`src/rtl/mdu_pkg.sv`:
```
// Shared definitions for the sequential multiply/divide unit: op encodings,
// controller states and the mult/div latency constant.
package mdu_pkg;

    localparam logic [2:0] OP_MULT  = 3'b000;
    localparam logic [2:0] OP_MULTU = 3'b001;
    localparam logic [2:0] OP_DIV   = 3'b010;
    localparam logic [2:0] OP_DIVU  = 3'b011;
    localparam logic [2:0] OP_MTHI  = 3'b100;
    localparam logic [2:0] OP_MTLO  = 3'b101;

    typedef enum logic [1:0] {
        ST_IDLE = 2'd0,
        ST_CALC = 2'd1,
        ST_FIX  = 2'd2
    } mdu_state_e;

    // Edges from the accepting edge to the edge that writes HI/LO.
    function automatic int unsigned mdu_latency(input int unsigned width);
        return width + 1;
    endfunction

endpackage

```
`src/rtl/mdu_iter_step.sv`:
```
// One radix-2 iteration: shift-add for multiply, restoring shift-subtract
// for divide. acc holds the upper half / partial remainder, mq the lower half.
module mdu_iter_step #(
    parameter int WIDTH = 32
) (
    input  logic             is_div,
    input  logic [WIDTH-1:0] acc,
    input  logic [WIDTH-1:0] mq,
    input  logic [WIDTH-1:0] opd,
    output logic [WIDTH-1:0] acc_next,
    output logic [WIDTH-1:0] mq_next
);

    logic [WIDTH:0] sum;
    logic [WIDTH:0] rem_sh;
    logic [WIDTH:0] diff;

    always_comb begin
        sum    = {1'b0, acc} + (mq[0] ? {1'b0, opd} : {(WIDTH+1){1'b0}});
        rem_sh = {acc, mq[WIDTH-1]};
        diff   = rem_sh - {1'b0, opd};
        if (is_div) begin
            // A clear top bit of diff means the trial subtraction fits.
            if (!diff[WIDTH]) begin
                acc_next = diff[WIDTH-1:0];
                mq_next  = {mq[WIDTH-2:0], 1'b1};
            end else begin
                acc_next = rem_sh[WIDTH-1:0];
                mq_next  = {mq[WIDTH-2:0], 1'b0};
            end
        end else begin
            acc_next = sum[WIDTH:1];
            mq_next  = {sum[0], mq[WIDTH-1:1]};
        end
    end

endmodule

```
`src/rtl/mdu_seq.sv`:
```
// Sequential MIPS-style multiply/divide unit with HI/LO registers.
// Define MDU_SEQ_CANCEL_EN to add the cancel port for aborting an operation.
module mdu_seq
    import mdu_pkg::*;
#(
    parameter int WIDTH = 32
) (
    input  logic             clk,
    input  logic             reset,
    input  logic             start,
    input  logic [2:0]       op,
    input  logic [WIDTH-1:0] a,
    input  logic [WIDTH-1:0] b,
`ifdef MDU_SEQ_CANCEL_EN
    input  logic             cancel,
`endif
    output logic             busy,
    output logic             done,
    output logic [WIDTH-1:0] hi,
    output logic [WIDTH-1:0] lo
);

    localparam int unsigned LATENCY = mdu_latency(WIDTH);
    localparam int CW = $clog2(WIDTH) + 1;

    logic cancel_w;
`ifdef MDU_SEQ_CANCEL_EN
    assign cancel_w = cancel;
`else
    assign cancel_w = 1'b0;
`endif

    mdu_state_e       state_reg, state_next;
    logic             armed_reg;
    logic [CW-1:0]    cnt_reg;
    logic [WIDTH-1:0] acc_reg, mq_reg, opd_reg, a_raw_reg;
    logic             is_div_reg, neg_q_reg, neg_r_reg, div0_reg;
    logic             done_reg;
    logic [WIDTH-1:0] hi_reg, lo_reg;

    logic             accept, accept_md, last_iter;
    logic             signed_op, a_neg, b_neg;
    logic [WIDTH-1:0] a_mag, b_mag;
    logic [WIDTH-1:0] step_acc, step_mq;
    logic [2*WIDTH-1:0] prod_abs, prod_fix;
    logic [WIDTH-1:0] fix_hi, fix_lo;

    // armed_reg blocks a start sampled on the edge that releases reset.
    assign accept    = armed_reg && start && !cancel_w && (state_reg == ST_IDLE);
    assign accept_md = accept && !op[2];
    assign last_iter = (cnt_reg == CW'(LATENCY - 2));

    always_comb begin
        signed_op = ~op[0];
        a_neg     = signed_op & a[WIDTH-1];
        b_neg     = signed_op & b[WIDTH-1];
        a_mag     = a_neg ? -a : a;
        b_mag     = b_neg ? -b : b;
    end

    mdu_iter_step #(.WIDTH(WIDTH)) u_step (
        .is_div   (is_div_reg),
        .acc      (acc_reg),
        .mq       (mq_reg),
        .opd      (opd_reg),
        .acc_next (step_acc),
        .mq_next  (step_mq)
    );

    assign prod_abs = {acc_reg, mq_reg};
    assign prod_fix = neg_q_reg ? -prod_abs : prod_abs;

    always_comb begin
        fix_hi = prod_fix[2*WIDTH-1:WIDTH];
        fix_lo = prod_fix[WIDTH-1:0];
        if (is_div_reg) begin
            if (div0_reg) begin
                fix_hi = a_raw_reg;
                fix_lo = '1;
            end else begin
                fix_lo = neg_q_reg ? -mq_reg : mq_reg;
                fix_hi = neg_r_reg ? -acc_reg : acc_reg;
            end
        end
    end

    always_comb begin
        state_next = state_reg;
        case (state_reg)
            ST_IDLE: if (accept_md) state_next = ST_CALC;
            ST_CALC: begin
                if (cancel_w)       state_next = ST_IDLE;
                else if (last_iter) state_next = ST_FIX;
            end
            ST_FIX:  state_next = ST_IDLE;
            default: state_next = ST_IDLE;
        endcase
    end

    always_ff @(posedge clk or negedge reset) begin
        if (!reset) state_reg <= ST_IDLE;
        else        state_reg <= state_next;
    end

    always_ff @(posedge clk or negedge reset) begin
        if (!reset) begin
            armed_reg  <= 1'b0;
            cnt_reg    <= '0;
            acc_reg    <= '0;
            mq_reg     <= '0;
            opd_reg    <= '0;
            a_raw_reg  <= '0;
            is_div_reg <= 1'b0;
            neg_q_reg  <= 1'b0;
            neg_r_reg  <= 1'b0;
            div0_reg   <= 1'b0;
            done_reg   <= 1'b0;
            hi_reg     <= '0;
            lo_reg     <= '0;
        end else begin
            armed_reg <= 1'b1;
            done_reg  <= 1'b0;
            // Both ops load |a| into mq and |b| into opd; the product is symmetric.
            if (accept_md) begin
                cnt_reg    <= '0;
                acc_reg    <= '0;
                mq_reg     <= a_mag;
                opd_reg    <= b_mag;
                a_raw_reg  <= a;
                is_div_reg <= op[1];
                neg_q_reg  <= a_neg ^ b_neg;
                neg_r_reg  <= a_neg;
                div0_reg   <= op[1] && (b == '0);
            end else if (state_reg == ST_CALC) begin
                acc_reg <= step_acc;
                mq_reg  <= step_mq;
                cnt_reg <= cnt_reg + CW'(1);
            end
            if (state_reg == ST_FIX && !cancel_w) begin
                hi_reg   <= fix_hi;
                lo_reg   <= fix_lo;
                done_reg <= 1'b1;
            end else if (accept && op == OP_MTHI) begin
                hi_reg <= a;
            end else if (accept && op == OP_MTLO) begin
                lo_reg <= a;
            end
        end
    end

    assign busy = (state_reg != ST_IDLE);
    assign done = done_reg;
    assign hi   = hi_reg;
    assign lo   = lo_reg;

endmodule
```
`config.mk`:
```
export PLATFORM = sky130hd
export DESIGN_NAME = mdu_seq
export DESIGN_NICKNAME = d
export VERILOG_FILES = /design/src/rtl/mdu_pkg.sv /design/src/rtl/mdu_iter_step.sv /design/src/rtl/mdu_seq.sv
export SDC_FILE = /design/constraint.sdc
export NUM_CORES = 1
export LEC_CHECK = 0
export CORE_MARGIN = 8
export CORE_UTILIZATION = 55
export CTS_BUF_LIST = sky130_fd_sc_hd__clkbuf_16
export CTS_CLUSTER_DIAMETER = 150
export CTS_CLUSTER_SIZE = 8
export DETAILED_ROUTE_END_ITERATION = 10
export DONT_BUFFER_PORTS = 1
export PLACE_DENSITY = 0.78
export SLEW_MARGIN = 40
export SYNTH_ARGS = -nofsm -noshare
export SYNTH_HDL_FRONTEND = slang
export SYNTH_SLANG_ARGS = --single-unit
```
`constraint.sdc`:
```
create_clock -name clk -period 5.3 [get_ports clk]
set_clock_uncertainty 0.2 [all_clocks]
set_input_delay 0.53 -clock clk [delete_from_list [all_inputs] [get_ports clk]]
set_output_delay 0.53 -clock clk [all_outputs]
set_load 0.005 [all_outputs]
```
Figure 1. Local utilization.
19 x 19 tiles, from black (low) to pale yellow (high), 0 to 100% covered.
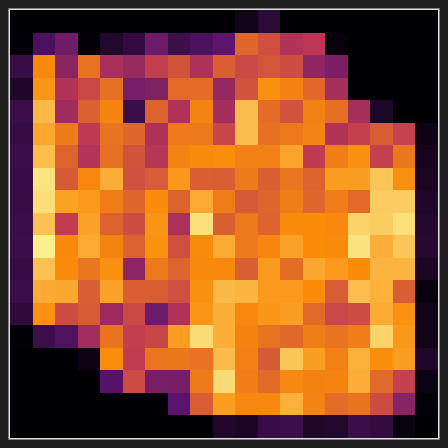
- nearly empty tiles: 17%
- fullest tile: 97%
- mean over tiles: 49%
area of the placeable core: 29400 sq um
Core Util at FP: 55.4%
Post-Route Utilization: 60.6%

Figure 2. Placement by cell class.
Scale bar: 50 um. Fill, decap, tap and diode cells in gray.
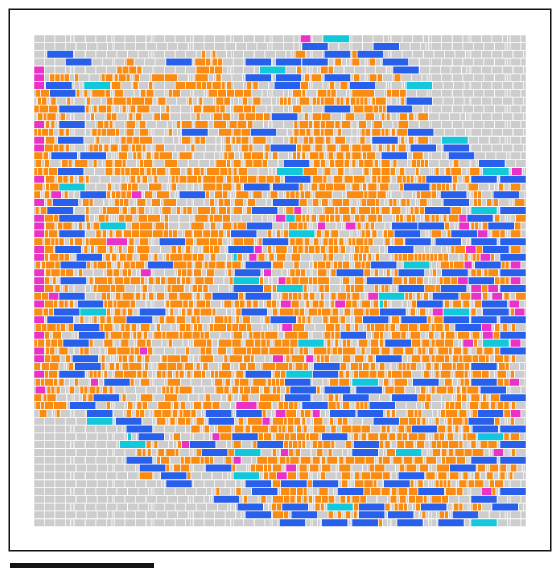
- magenta: remaining buffers and delay cells (cells 80)
- orange: combinational and other logic (cells 1711)
- blue: sequential cells (cells 206)
- cyan: clock drivers and dummy loads (cells 33)
summed area of non-filler cells in the final layout: 17800 sq um
Seq/total area: 29.0%
site row count: 63

==> run notes <==
Implementation status.

- The run finished, with violations left.
- The final reports fail on negative hold slack.
- The largest stage delay on the critical path is 0.65 ns.
- The worst-case max-slew headroom was logged as 35.7%.
- The number of global-route vias before repair is 14985.
- After Yosys synthesis, full adders, half adders and majority gates account for 5.54% of the synthesized area.
- By instance count after routing, the leading logic cell types are nand2_1, o21ai_0, dfrtp_1.
- The cell leakage power is 7.58 nW.
- For reference, the final report shows the hold violation count at 207.
- Of the available clock period, the critical path in the final layout requires 78.3%.
- The synthesized design spends more area on one cell type than any other, namely dfrtp_1.
- The detailed router placed 15844 vias in this run.
- Per Yosys stat, the portion of area used by sequential elements is 31.6%.
- The AND-OR/OR-AND share of the synthesized area is 24.4%.
- The layout filler cell count is 2559.
- Cells with a size suffix above 1 make up 5.12% of the layout.
- For this run, the script counts the antenna cells in the layout as 1.
- The total placed cells including tap cells is 2326.
- VDD sags by at most 0.360 mV.
- Wire segments on met2 add up to 23.9 mm in the final route.
- On the critical path, the stage with the largest delay is an instance of or3b_2.
- The parity-gate share of the synthesized area counting xor and xnor cells is 9.35%.
- The iteration count recorded for the first detailed-route pass is 6.
- At the pin with the least slew margin, the transition time is 0.957 ns.
- Global routing used 37.6% of the available met1 tracks.
- The net total in the final layout is 2169.
- The summed negative setup slack over all endpoints is 0 ns.
- According to the timing report, the data required time at the worst endpoint equals 5.50 ns.
- The flow inserted 390 tap cells.
- The final max-slew violation count recorded for this run is 0.
- The CTS tree is built.
- The inverter tally of the final layout excluding the clock network is 68.
- The count of non-filler cells in the finished layout is 2421.
- The violation count after the first detailed-route iteration is 1755.
- The setup slack after placement is 1.27 ns.
- For reference, the most critical setup path is categorized as register to register.
- After synthesis, the mean cell area works out to 7.91 sq um.
- The remaining antenna violation count is 0.
- In the post-route analysis, the smallest setup slack over all paths is 1.15 ns.
- The minimum hold slack is -0.522 ns.
- The total standard cell area after synthesis is 16300 sq um.
- After clock tree synthesis, the repair step resized 0 gates.
- In the synthesized netlist the async set-or-reset flop fraction comes to 100%.
- According to the timing report, the critical path is launched from mq_reg[0].
- The distinct cell type count after synthesis is 82.
- The min-delay analysis places its worst path in the category input port to asynchronous set/reset pin.
- The total wire length is 54.2 mm.
- In the final routing, the length of wire on met1 measures 21.2 mm.
- The number of buffer and inverter instances along the worst setup path is 2.
- The share of final layout cell area taken by clock buffers and inverters is 4.19%.
- Per STA, the worst path accumulates the most delay in the family simple AND/OR/NAND/NOR gates.
- The stat command in Yosys gives a chip area of 16300 sq um.
- The routing usage on met3 is 6.24%.
- The number of hold buffers added after CTS was 61.
- The first global-routing pass estimated 84.6 mm of wire.
- Setup repair after global routing left no endpoint under its margin.
- The area of all sequential standard cells is 5160 sq um.
- The number of antenna violations at the first check in global routing is 1.
- Signal nets in the final route climb as high as met5.
- In the routed design, unresolved DRC markers number 0.
- The number of H-tree levels is 1.
- Of the post-synthesis cell area, the part taken by muxes is 4.96%.
- Walking the worst path, the cells encountered are inv_1, buf_4, ha_1, nand3b_1, nand3b_1, or3b_2, or2_1, o21ai_0, o21ai_0, o221ai_1, a21oi_1.
- The area-dominant cell class after layout is combinational gates.
- The largest buffer count on any clock path is 3.
- The yosys cell count is 2060.
- The combinational gate count is 1643.
- The warning tally printed by Yosys for this design is 0.
- The termination of the worst setup path is hi[4].
- The worst flop-to-flop path endpoint is hi[4].
- The arrival time reported for the critical path endpoint is 4.35 ns.
- The top logic cell by instance count in the layout is nand2_1.
Figure 3. Ports around the boundary.
Scale bar: 50 um. Pins as bars across the die edge, other pins in gray.
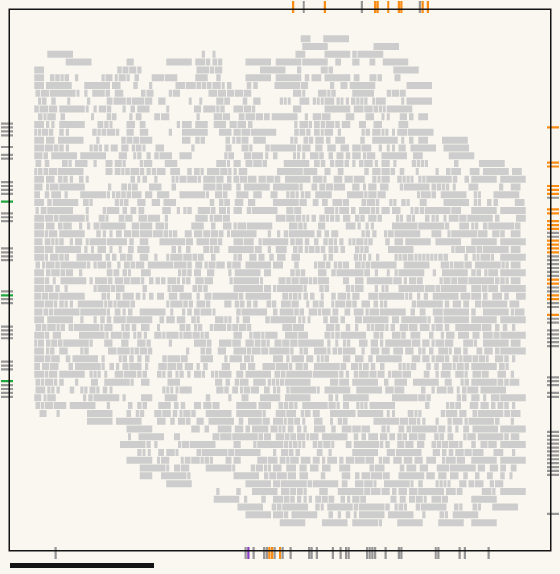
- orange: `hi` (pins 32; direction output; edge 20 right, 9 top, 3 bottom)
- purple: `start` (pins 1; direction input; edge bottom)
- green: `op` (pins 3; direction input; edge left)
Die Span Y: 188 um
horizontal die dimension: 188 um
quantity of I/O buffers inserted on ports: 0

-- power breakdown --
part | switching [mW] | internal [mW]
logic | 2.98 | 2.27
clock network | 0.680 | 0.952
registers | 0.959 | 2.12
total | 4.62 | 5.35
-- synthesized netlist by cell type, types with 11 or more instances --
master and count:
nand2_1 298, buf_1 17, nand4_1 15, nor2b_1 21, mux2i_1 74, o211ai_1 32
inv_1 66, nor2_1 142, dfrtp_1 206, or3_1 21, nor3_1 36, clkbuf_1 111
a21o_1 28, o21ai_0 239, or4_1 11, a211oi_1 18, ha_1 69, a21oi_1 153
nor4_1 15, o21a_1 13, nand2b_1 16, nand3_1 21, a22oi_1 21, o22ai_1 38
buf_2 13, a31oi_1 11, xnor2_1 110, o31ai_1 18, xor2_1 64
Power and IR drop assume default switching activity.
